Figure 1. Logic cells by family (run 1).
Scale: 6 px per micron.
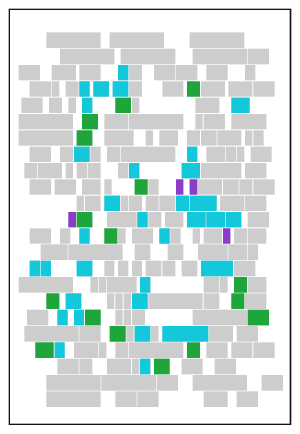
Figure 2. Cells colored by class (run 1).
Scale: 6 px per micron. Fill, decap, tap and diode cells in gray.
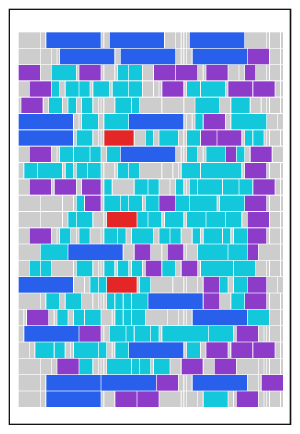
Figure 3. Congestion heat map (run 1).
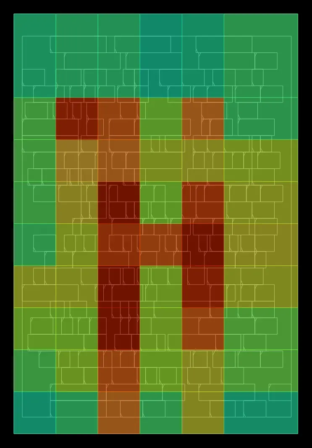
Figure 4. Drive-strength map (run 1).
Scale: 6 px per micron.
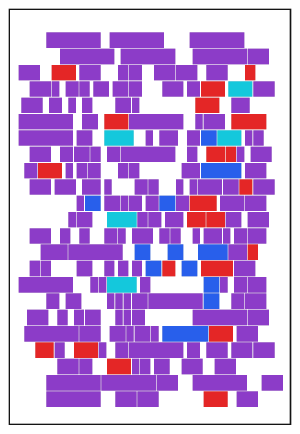
===== config.mk =====
export PLATFORM = sky130hd
export DESIGN_NAME = cond_unit
export DESIGN_NICKNAME = d
export VERILOG_FILES = /design/src/rtl/cond_pkg.sv /design/src/rtl/cond_check.sv /design/src/rtl/cond_unit.sv
export SDC_FILE = /design/constraint.sdc
export NUM_CORES = 1
export LEC_CHECK = 0
export ABC_AREA = 0
export ABC_CLOCK_PERIOD_IN_PS = 3400
export CAP_MARGIN = 10
export CORE_ASPECT_RATIO = 1.5
export CORE_UTILIZATION = 47
export CTS_CLUSTER_SIZE = 8
export DETAILED_ROUTE_END_ITERATION = 6
export PLACE_DENSITY_LB_ADDON = 0.2
export SYNTH_ARGS = -nofsm -noshare
export SYNTH_HDL_FRONTEND = slang
export SYNTH_SLANG_ARGS = --single-unit

===== constraint.sdc =====
create_clock -name clk -period 3.4 [get_ports clk]
set_input_delay 0.85 -clock clk [delete_from_list [all_inputs] [get_ports clk]]
set_output_delay 0.85 -clock clk [all_outputs]
set_load 0.005 [all_outputs]

===== src/rtl/cond_pkg.sv =====
// Shared definitions for the condition-evaluation path: condition codes,
// NZCV bit positions and the flag vector type.
package cond_pkg;

    typedef logic [3:0] nzcv_t;

    typedef enum logic [3:0] {
        EQ = 4'b0000,
        NE = 4'b0001,
        CS = 4'b0010,
        CC = 4'b0011,
        MI = 4'b0100,
        PL = 4'b0101,
        VS = 4'b0110,
        VC = 4'b0111,
        HI = 4'b1000,
        LS = 4'b1001,
        GE = 4'b1010,
        LT = 4'b1011,
        GT = 4'b1100,
        LE = 4'b1101,
        AL = 4'b1110,
        NV = 4'b1111
    } cond_e;

    localparam int FLAG_N = 3;
    localparam int FLAG_Z = 2;
    localparam int FLAG_C = 1;
    localparam int FLAG_V = 0;

endpackage


===== src/rtl/cond_check.sv =====
// Purely combinational condition evaluator: decides whether a 4-bit
// condition field passes against a given NZCV flag vector.
module cond_check
    import cond_pkg::*;
(
    input  logic [3:0] Cond,
    input  nzcv_t      Flags,
    output logic       CondEx
);

    logic n, z, c, v;

    always_comb begin
        n = Flags[FLAG_N];
        z = Flags[FLAG_Z];
        c = Flags[FLAG_C];
        v = Flags[FLAG_V];
        CondEx = 1'b0;
        case (cond_e'(Cond))
            EQ: CondEx = z;
            NE: CondEx = ~z;
            CS: CondEx = c;
            CC: CondEx = ~c;
            MI: CondEx = n;
            PL: CondEx = ~n;
            VS: CondEx = v;
            VC: CondEx = ~v;
            HI: CondEx = c & ~z;
            LS: CondEx = ~c | z;
            GE: CondEx = (n == v);
            LT: CondEx = (n != v);
            GT: CondEx = ~z & (n == v);
            LE: CondEx = z | (n != v);
            AL: CondEx = 1'b1;
            NV: CondEx = 1'b0;
        endcase
    end

endmodule


===== src/rtl/cond_unit.sv =====
// Architectural NZCV register, condition gating of decoder write/branch
// requests, and a saturating debug count of condition-failed instructions.
module cond_unit
    import cond_pkg::*;
#(
    parameter int    CNT_W    = 16,
    parameter nzcv_t FLAG_RST = 4'b0000
) (
    input  logic             clk,
    input  logic             reset_n,
    input  logic             InstrValid,
    input  logic             Stall,
    input  logic [3:0]       Cond,
    input  logic [3:0]       ALUFlags,
    input  logic [1:0]       FlagW,
    input  logic             PCS,
    input  logic             RegW,
    input  logic             MemW,
    input  logic             NoWrite,
    input  logic             SquashClr,
    output logic             CondEx,
    output logic             PCSrc,
    output logic             RegWrite,
    output logic             MemWrite,
    output logic [3:0]       Flags,
    output logic [CNT_W-1:0] SquashCnt
);

    nzcv_t            flags_q, flags_d;
    logic [CNT_W-1:0] cnt_q, cnt_d;
    logic             cond_ex;
    logic             active;

    // Condition is judged on the registered flags so an instruction never
    // sees the flags it is itself producing.
    cond_check u_cond_check (
        .Cond   (Cond),
        .Flags  (flags_q),
        .CondEx (cond_ex)
    );

    assign active = InstrValid & ~Stall;

    always_comb begin
        flags_d = flags_q;
        if (active & cond_ex & FlagW[1]) begin
            flags_d[FLAG_N] = ALUFlags[FLAG_N];
            flags_d[FLAG_Z] = ALUFlags[FLAG_Z];
        end
        if (active & cond_ex & FlagW[0]) begin
            flags_d[FLAG_C] = ALUFlags[FLAG_C];
            flags_d[FLAG_V] = ALUFlags[FLAG_V];
        end
    end

    // Clear wins over a coincident squash and ignores Stall.
    always_comb begin
        cnt_d = cnt_q;
        if (SquashClr) begin
            cnt_d = '0;
        end else if (active & ~cond_ex & (cnt_q != {CNT_W{1'b1}})) begin
            cnt_d = cnt_q + {{(CNT_W-1){1'b0}}, 1'b1};
        end
    end

    always_ff @(posedge clk or negedge reset_n) begin
        if (!reset_n) begin
            flags_q <= FLAG_RST;
            cnt_q   <= '0;
        end else begin
            flags_q <= flags_d;
            cnt_q   <= cnt_d;
        end
    end

    assign CondEx    = cond_ex;
    assign PCSrc     = PCS & cond_ex & InstrValid;
    assign RegWrite  = RegW & ~NoWrite & cond_ex & InstrValid;
    assign MemWrite  = MemW & cond_ex & InstrValid;
    assign Flags     = flags_q;
    assign SquashCnt = cnt_q;

endmodule


==> ci_impl_report.md, run 1 <==
### Metrics collected by this job

| Metric | Value |
|---|---|
| First-pass GRT wire length | 6.14 mm |
| Clock tree from TritonCTS | done |
| Clock root buffer | clkbuf_8 |
| Number of buffers inserted during clock tree synthesis | 3 |
| Worst Setup Slack post-DPL | -0.670 ns |
| Share of post-route cells with drive strength above 1 | 18.7% |
| Compound-Gate Fraction of Synth Area | 15.4% |
| Simple-gate share of the synthesized area | 30.8% |
| Worst setup path start | Cond[0] |
| Top flip-flop cell by instance count after synthesis | dfrtp_1 |
| Startpoint class of the critical path | input pin |
| Signal arrival time at the worst endpoint | 2.39 ns |
| Achievable frequency | 309 MHz |
| Synthesized instance count | 160 |
| Hold Path End | SquashCnt[14] |
| Total overflow reported by the global router | 0 |
| Cell count after placement | 237 |
| XOR/XNOR Area Share | 2.41% |
| Number of cells traversed by the worst register-to-register path | 7 |
| Start point of the worst min-delay path | SquashCnt[14] |
| Hold path depth | 2 |
| Final Hold Viols | 0 |
| Final Setup Violations | 0 |
| Nature of the critical path endpoint | output pin |
| Wire length reported by the detailed router | 3.87 mm |
| Proportion of register bits with asynchronous set or reset after synthesis | 100% |
| Horizontal die size | 46.6 microns |
| Number of cells on the critical path | 8 |
| Net count after synthesis | 180 |
| Post-detail-place hpwl | 2.85 mm |
| Top library cells by usage in the layout, fill and taps aside | clkdlybuf4s50_1 (34), dfrtp_1 (20), nor2_1 (15) |
| Worst-case clock buffer depth | 2 |
| Number of antenna diodes | 0 |
| H-tree levels | 1 |
| Worst reg-to-reg setup slack | 0.79 ns |
| Number of nets in the final layout | 225 |
| Portion of the post-synthesis area used by sequential elements | 35.7% |
| EDFF count, synth | 0 |
| Critical Path, Cell by Cell | buf_4 -> nor2b_4 -> o31ai_4 -> o21ai_2 -> a211oi_2 -> nor2_2 -> and3_1 -> dlygate4sd2_1 |
| Post-DRT Antenna Nets | 0 |
| Flops & latches, synth | 20 |
| Worst r2r src | SquashCnt[7] |
| Fin crit period | 3.24 ns |
| Initial antenna violation count | 0 |
| Die Footprint | 3210 sq um |
| Critical path's top delay family | AND-OR/OR-AND gates |
| Worst hold path class | reg2reg |
| Slowest cell delay on critical path | 0.30 ns |
| Capture point of the critical path | MemWrite |
| Slew HR | 38.0% |
| Fin Setup TNS | 0 ns |
| Total tool warning count | 27 |
| Capturing point of the worst reg2reg path | SquashCnt[11] |
| Peak VDD IR | 0.315 mV |
| Clock latency on the worst-skew pair | 0.25 ns |
| Weighted congestion at the end of routability-driven global placement | 0.986 |
| Final Max Tran Viols | 0 |
| Multiplexer share of the synthesized area | 7.93% |
| Dominant combinational cell family by area after synthesis | simple AND/OR/NAND/NOR gates |
| Max_cap viols | 0 |
| Via count of the first global-routing pass | 1476 |
| Total cell area reported by yosys after synthesis | 1400 sq um |
| Endpoint required time on the critical path | 2.55 ns |
| DR vias | 1456 |
| Port Buffers | 42 |
| Die H | 68.9 microns |
| Unrepaired setup endpoints after global routing | false |
| Fillcell total | 242 |
| Distinct lib cells used | 39 |
| Number of primary I/O pins | 43 |
| Largest driver fanout on the critical path | 10 |
| Maximum number of pins on one net before global-route repair | 22 |
| Number of sinks handled by clock tree synthesis | 20 |
| Avg Cell Area, Syn | 8.77 sq um |
| Synth Cell Area | 1400 sq um |
| Power Dens Cells | 415 nW/um^2 |
| Outcome | finished, final reports clean |
| Yosys cell count | 160 |
| DRC Markers | 0 |
| Drt pass-1 iters | 4 |
| Post-Route Hold Slack | 0.580 ns |
| Type of the worst setup path | in2out |
| Number of warnings issued by yosys | 0 |
| Critical path's slowest cell | o31ai_4 |
| Clock transition time at the flip-flop clock pins of the worst setup and hold paths | 0.07 ns |
| Fp_density | 50.8% |
| Via density per instance | 6.07 |
| Transition at the pin with the smallest max-transition slack | 0.922 ns |
| Largest clock skew in the final design | 0.00299 ns |
| Sum of buffers and inverters on the critical path | 2 |
| Leak Pwr | 0.000755 uW |
| Overall fraction of global-route tracks in use | 26.2% |
| Power after layout | 808 uW |
| DRC violation total after the first TritonRoute iteration | 45 |
| Period utilisation layout | 95.3% |
| Post-DP Area | 1860 sq um |
| Share of synthesized cell area in full adder, half adder and majority cells | 0.891% |
Back to the opening pictures, Figure 1:
[and/or cells] green | cells: 16 | most used: or4_1
[inv cells] purple | cells: 4 | most used: inv_1
[aoi and oai cells] cyan | cells: 32 | most used: a21oi_1
top logic cell by instance count in the layout: clkdlybuf4s50_1
non-filler cells in the finished layout: 240
multi-input combinational area share: 44.2%

Back to the opening pictures, Figure 2:
[clock-net drivers] red | cells: 3
[sequential cells] blue | cells: 20
[remaining logic cells] cyan | cells: 128
[remaining buffers and delay cells] purple | cells: 52
Core Rows: 23
post-route core utilization: 70.4%
core region area: 2760 sq um
post-layout instance area: 1950 sq um

Back to the opening pictures, Figure 3:
grt met3 use: 3.13%
average wire per cell in the routed design: 16.1 microns
most heavily used metal layer in global routing: met2

Back to the opening pictures, Figure 4:
[x3 and x4] blue | cells: 12 | most used: buf_4
[x2] red | cells: 21 | most used: mux2_2
[x1 and smaller] purple | cells: 165 | most used: clkdlybuf4s50_1
[x6 and larger] cyan | cells: 5 | most used: clkbuf_8
PnR worst setup slack: 0.161 ns
area growth from synthesis to layout: 38.6%
number of buffers other than clock buffers in the final layout: 52

==> run 1: layout make-up <==
type	count	area [sq um]	share of cell area, %
Multi-Input combinational cell	124	861	44.2
Sequential cell	20	500	25.7
Timing Repair Buffer	52	482	24.8
Tap cell	37	46.3	2.38
Clock buffer	3	41.3	2.12
Inverter	4	15.0	0.772
==> run 1: power by group <==
part / leakage [uW] / switching, uW / internal (uW)
clock network: 0.0000216 / 73.0 / 78.8
logic: 0.000462 / 145 / 183
registers: 0.000271 / 64.7 / 263
total: 0.000755 / 283 / 525
==> run 1: cells in the mapped netlist (all sizes together) (2+ instances only) <==
cell | number | area (sq um)
a211oi | 2 | 20.0
a21oi | 11 | 55.1
and3 | 4 | 25.0
buf | 7 | 62.6
clkbuf | 5 | 18.8
dfrtp | 20 | 500
inv | 4 | 15.0
mux2 | 9 | 101
nand2 | 11 | 41.3
nand2b | 3 | 18.8
nand3 | 8 | 40.0
nand4 | 4 | 25.0
nor2 | 16 | 60.1
nor2b | 8 | 50.1
nor3 | 2 | 10.0
nor4 | 3 | 18.8
o2111ai | 2 | 17.5
o21ai | 6 | 30.0
o31ai | 9 | 67.6
or3 | 3 | 18.8
or4 | 7 | 52.6
xor2 | 2 | 17.5
==> run 1: registers in the layout, summed over array words and instances, names as in the netlist <==
name       count
Flags          4
SquashCnt     16
==> run 1: layer usage <==
metal | part of all wire [%] | track usage (%)
met5 | 0 | 0
met4 | 3.4 | 14.3
met3 | 4.7 | 3.13
met2 | 56 | 50.2
met1 | 36 | 25.8
==> run 1: worst min-delay path, stage by stage (launching register included) <==
cell	delay [ns]
dfrtp_1	0.41
o31ai_1	0.08
a21oi_1	0.06
==> run 1: timing repair <==
item	CTS	global route
pin swaps	3	4
buffers inserted	1	0
setup endpoints to repair	4	2
resized	28	13
hold buffers	0	0
Figure 5. M3 wires (run 1).
Scale: 6 px per micron.
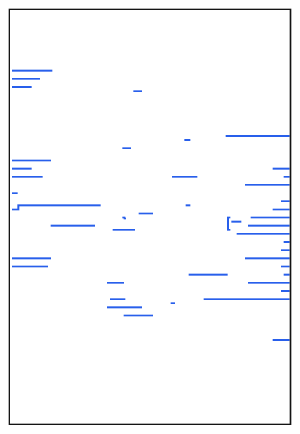

==> run 2, diff against run 1 <==
- GPL_TIMING_DRIVEN: default -> 0
Figure 6. M3 wires (run 2).
Scale: 6 px per micron.
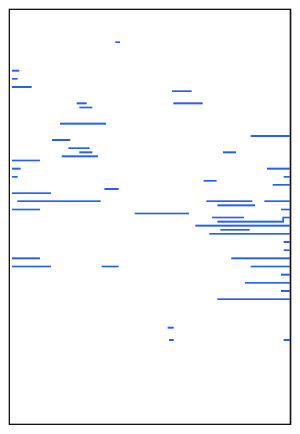
wire length on this layer: 216 microns
main direction: horizontal
longest straight run: 15.4 microns
share of all routed wire: 5.6%
nets with wire on the layer: 42
DR vias: 1462
wire length reported by the detailed router: 3.88 mm

Figure 7. Congestion heat map (run 2).
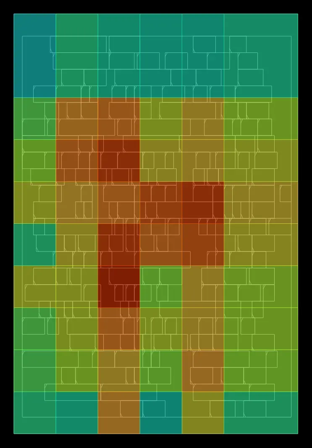
overall fraction of global-route tracks in use: 26.6%
met1 GRT Util: 26.8%
average wire per cell in the routed design: 16.0 microns
met2 Resource Use GR: 52.1%
grt met3 use: 2.86%

==> ci_impl_report.md, run 2 <==
### Metrics collected by this job

| Metric | Value |
|---|---|
| Outcome | finished, final reports clean |
| Critical path's top delay family | buffers and inverters |
| Critical path's slowest cell | a2111o_1 |
| Share of post-route cells with drive strength above 1 | 16.5% |
| Endpoint required time on the critical path | 2.55 ns |
| Nature of the critical path endpoint | output pin |
| Unrepaired setup endpoints after global routing | false |
| Top cells by count | dfrtp_1 (20), nor2_1 (16), a21oi_1 (11), nand2_1 (11) |
| Combinational power share | 43.8% |
| Total tool warning count | 27 |
| Core region area | 2760 sq um |
| Peak VDD IR | 0.241 mV |
| Period utilisation layout | 97.6% |
| Number of antenna diodes | 0 |
| Fillcell total | 243 |
| Sum of buffers and inverters on the critical path | 5 |
| Dominant combinational cell family by area after synthesis | simple AND/OR/NAND/NOR gates |
| Flip-flop count of the largest register, all copies and words added | 16 |
| Number of warnings issued by yosys | 0 |
| Number of nets in the final layout | 228 |
| Via count of the first global-routing pass | 1437 |
| Power after layout | 828 uW |
| Largest driver fanout on the critical path | 5 |
| Die Footprint | 3210 sq um |
| Clock root buffer | clkbuf_8 |
| Net count after synthesis | 180 |
| Synth Cell Area | 1400 sq um |
| Max_cap viols | 0 |
| Share of synthesized cell area in full adder, half adder and majority cells | 0.891% |
| Achievable frequency | 301 MHz |
| Worst hold path class | reg2reg |
| Final Max Tran Viols | 0 |
| Proportion of register bits with asynchronous set or reset after synthesis | 100% |
| Weighted congestion at the end of routability-driven global placement | 0.847 |
| Main power-consuming group | combinational cells |
| Drt pass-1 iters | 4 |
| Synthesized instance count | 160 |
| Power share of the clock group | 19.1% |
| Top cells by area, synth | dfrtp_1 (36%), mux2_2 (7.2%), o31ai_1 (4.8%), nor2_1 (4.3%), a21oi_1 (3.9%) |
| Critical Path, Cell by Cell | buf_4 -> buf_6 -> buf_4 -> nand4b_1 -> mux2i_1 -> a2111o_1 -> a211oi_2 -> nor2_2 -> buf_6 -> and3_1 -> buf_2 |
| Total cell area reported by yosys after synthesis | 1400 sq um |
| Post-DRT Antenna Nets | 0 |
| Clock tree from TritonCTS | done |
| Maximum number of pins on one net before global-route repair | 21 |
| DRC Markers | 0 |
| Clock transition time at the flip-flop clock pins of the worst setup and hold paths | 0.07 ns |
| Transition at the pin with the smallest max-transition slack | 0.924 ns |
| Number of buffers inserted during clock tree synthesis | 3 |
| Fin crit period | 3.32 ns |
| Portion of the post-synthesis area used by sequential elements | 35.7% |
| Via density per instance | 6.02 |
| Number of primary I/O pins | 43 |
| Cell type with the largest total area after synthesis | dfrtp_1 |
| Fp_density | 50.8% |
| Sequential share of power | 37.1% |
| Most heavily used metal layer in global routing | met2 |
| Horizontal die size | 46.6 microns |
| Leak Pwr | 0.000739 uW |
| Port Buffers | 39 |
| Die H | 68.9 microns |
| Signal arrival time at the worst endpoint | 2.47 ns |
| EDFF count, synth | 0 |
| Startpoint class of the critical path | input pin |
| Proportion of netlist area held by the largest area contributor | 35.7% |
| Top logic cell by instance count in the layout | clkdlybuf4s50_1 |
| Yosys cell count | 160 |
| Area growth from synthesis to layout | 35.8% |
| Compound-Gate Fraction of Synth Area | 15.4% |
| Multiplexer share of the synthesized area | 7.93% |
| Sequential power | 307 uW |
| Slew HR | 38.2% |
run 2: worst reg2reg max path, cell delays in order, from the launching register on:
cell      delay [ns]
dfrtp_1         0.39
buf_6           0.14
nor2_1          0.11
nor3_1          0.06
a2111o_1        0.39
a211oi_2        0.27
nor2_2          0.09
buf_4           0.16
buf_6           0.13
nor4_1          0.33
mux2_2          0.37
run 2: final cells by class:
class,count,share of cell area [%]
plain buffers,11,4.40
clock buffers,3,2.17
inverters,4,0.787
multi-input cells,124,42.7
flip-flops and latches,20,26.2
well taps,37,2.43
repair buffers,44,21.3
run 2: path summary, 6_finish.rpt:
check / from / end / slack, ns
worst max register to register: Flags[0] / SquashCnt[7] / 0.85
worst min-delay path: SquashCnt[15] / SquashCnt[15] / 0.58
min in group asynchronous: reset_n / SquashCnt[2] / 1.10
max in group asynchronous: reset_n / SquashCnt[13] / 1.74
worst max-delay path: Cond[0] / PCSrc / 0.08
worst min register to register: SquashCnt[15] / SquashCnt[15] / 0.58
run 2: repair_timing:
action / 4_1_cts / 5_1_grt
hold buffers: 0 / 0
gates resized: 22 / 3
pin swaps: 3 / 3
buffers inserted: 5 / 0
setup endpoints to repair: 4 / 4
run 2: metrics by stage:
step / cells / util [%] / hold WS (ns) / TNS (ns) / setup WS [ns]
after CTS: 243 / 69.2 / 0.580 / -0.0284 / -0.0284
after global placement: 236 / 66.6 / 0.560 / -4.22 / -1.11
after detailed placement: 236 / 66.6 / 0.568 / -5.93 / -1.33
final: 243 / 69.0 / 0.579 / 0 / 0.0823
after floorplan: 160 / - / 0.547 / 0 / 0.0617
after global routing: 243 / 69.0 / 0.619 / 0 / 0.0107
run 2: per-layer routing:
metal / wire, microns / part of all wire, %
met2: 2170 / 56
met5: 0 / 0
met3: 215 / 5.5
met4: 87 / 2.2
met1: 1400 / 36
Figure 8. Logic cells by family (run 2).
Scale: 6 px per micron.
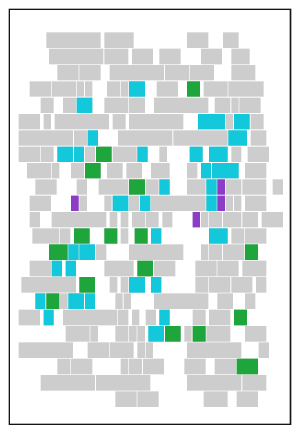

==> run 3, diff against run 2 <==
- SETUP_SLACK_MARGIN: default -> 0.05
Figure 9. Logic cells by family (run 3).
Scale: 6 px per micron.
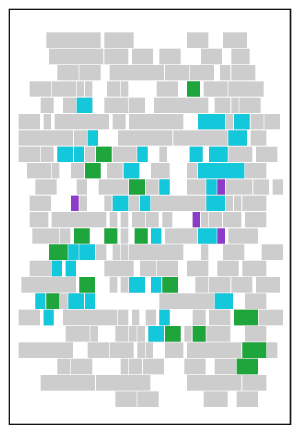
[aoi and oai cells] cyan | cells: 32 | most used: a21oi_1
[inv cells] purple | cells: 4 | most used: inv_1
[and/or cells] green | cells: 16 | most used: or4_1
non-filler cells in the finished layout: 245
multi-input combinational area share: 42.9%

==> ci_impl_report.md, run 3 <==
### Metrics collected by this job

| Metric | Value |
|---|---|
| Initial antenna violation count | 0 |
| EDFF count, synth | 0 |
| Avg Cell Area, Syn | 8.77 sq um |
| Flip-flop count of the largest register, all copies and words added | 16 |
| Proportion of netlist area held by the largest area contributor | 35.7% |
| Clock latency on the worst-skew pair | 0.26 ns |
| Yosys cell count | 160 |
| Clock root buffer | clkbuf_8 |
| Worst Setup Slack post-DPL | -1.33 ns |
| Final Setup Violations | 0 |
| Core Rows | 23 |
| Post-Route Hold Slack | 0.586 ns |
| Portion of the post-synthesis area used by sequential elements | 35.7% |
| PnR worst setup slack | 0.0903 ns |
| Logic power comb | 393 uW |
| Top flip-flop cell by instance count after synthesis | dfrtp_1 |
| Fillcell total | 229 |
| Most frequent cell after synthesis | dfrtp_1 |
| Net switching power | 302 uW |
| Achievable frequency | 302 MHz |
| Clock tree from TritonCTS | done |
| Endpoint required time on the critical path | 2.55 ns |
| Final Max Tran Viols | 0 |
| Worst hold path class | reg2reg |
| Clock transition time at the flip-flop clock pins of the worst setup and hold paths | 0.07 ns |
| Total tool warning count | 27 |
| Worst reg-to-reg setup slack | 0.81 ns |
| DRC Markers | 0 |
| Synthesized instance count | 160 |
| Power after layout | 862 uW |
| Number of buffers inserted during clock tree synthesis | 3 |
| Power drawn by the clock network | 158 uW |
| Startpoint class of the critical path | input pin |
| Die Footprint | 3210 sq um |
| Final Hold Viols | 0 |
| Share of post-route cells with drive strength above 1 | 20.2% |
| DRC violation total after the first TritonRoute iteration | 51 |
| Synth Cell Area | 1400 sq um |
| Proportion of register bits with asynchronous set or reset after synthesis | 100% |
| DR vias | 1466 |
| Signal arrival time at the worst endpoint | 2.46 ns |
| Leak Pwr | 0.000766 uW |
| Outcome | finished, final reports clean |
| Unrepaired setup endpoints after global routing | false |
| Power share of the clock group | 18.3% |
| Nature of the critical path endpoint | output pin |
| Sum of buffers and inverters on the critical path | 3 |
| Number of warnings issued by yosys | 0 |
| Flops & latches, synth | 20 |
| Combinational power share | 45.6% |
| Peak VDD IR | 0.244 mV |
| Core region area | 2760 sq um |
| Switching share of power | 35.0% |
| Cell count after placement | 236 |
| Area growth from synthesis to layout | 42.1% |
| Fin crit period | 3.31 ns |
| Critical path's slowest cell | nor2b_2 |
| H-tree levels | 1 |
| Top logic cell by instance count in the layout | clkdlybuf4s50_1 |
| Port Buffers | 39 |
| Die H | 68.9 microns |
| Largest driver fanout on the critical path | 9 |
| Fp_density | 50.8% |
| Number of primary I/O pins | 43 |
| Max_cap viols | 0 |
| Top cells by area, synth | dfrtp_1 (36%), mux2_2 (7.2%), o31ai_1 (4.8%), nor2_1 (4.3%), a21oi_1 (3.9%) |
| Slew HR | 38.4% |
Figure 10. Congestion heat map (run 3).
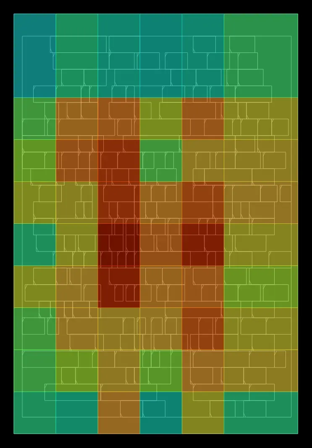
average wire per cell in the routed design: 16.7 microns
met1 GRT Util: 26.9%
overall fraction of global-route tracks in use: 27.3%
grt met3 use: 3.39%

-- run 3: final timing paths --
kind                               startpoint            end  cells after the start
worst min register to register  SquashCnt[15]  SquashCnt[15]                      2
max in group asynchronous             reset_n  SquashCnt[13]                      1
worst min-delay path            SquashCnt[15]  SquashCnt[15]                      2
worst max register to register       Flags[0]   SquashCnt[7]                     10
min in group asynchronous             reset_n   SquashCnt[7]                      1
worst max-delay path                  Cond[3]       RegWrite                      9
-- run 3: layer usage --
layer  wire (microns)  vias to the layer above  global-route usage, %
li1                 -                      695                      -
met1             1490                      694                   26.9
met2             2270                       68                   53.6
met3              243                        9                   3.39
met4               96                        0                   11.8
met5                0                        -                      0
-- run 3: repair_timing --
item                       CTS  global route
setup endpoints to repair    4             4
gates resized               37             6
buffers inserted             7             0
hold buffers                 0             0
pin swaps                    6             5
-- run 3: kinds of logic after synthesis --
group,share of synthesized area (%)
compound gates,15.4
buf+inv,6.86
mux,7.93
simple gates,30.8
xor+xnor,2.41
fa+ha+maj,0.891
flops,35.7
-- run 3: layout make-up --
| class | count | area, sq um | share of cell area, % |
|---|---|---|---|
| Multi-Input combinational cell | 124 | 856 | 42.9 |
| Sequential cell | 20 | 500 | 25.1 |
| Timing Repair Buffer | 46 | 452 | 22.6 |
| Buffer | 11 | 83.8 | 4.20 |
| Tap cell | 37 | 46.3 | 2.32 |
| Clock buffer | 3 | 41.3 | 2.07 |
| Inverter | 4 | 15.0 | 0.753 |
-- run 3: per-stage QoR --
stage	util (%)	area, sq um	TNS (ns)
2_1_floorplan	-	1400	0
3_3_place_gp	66.6	1840	-4.22
3_5_place_dp	66.6	1840	-5.93
4_1_cts	72.1	1990	-0.119
5_1_grt	72.2	1990	0
6_report	72.2	1990	0
No activity file was given, so power comes from the tool's default toggle rates.
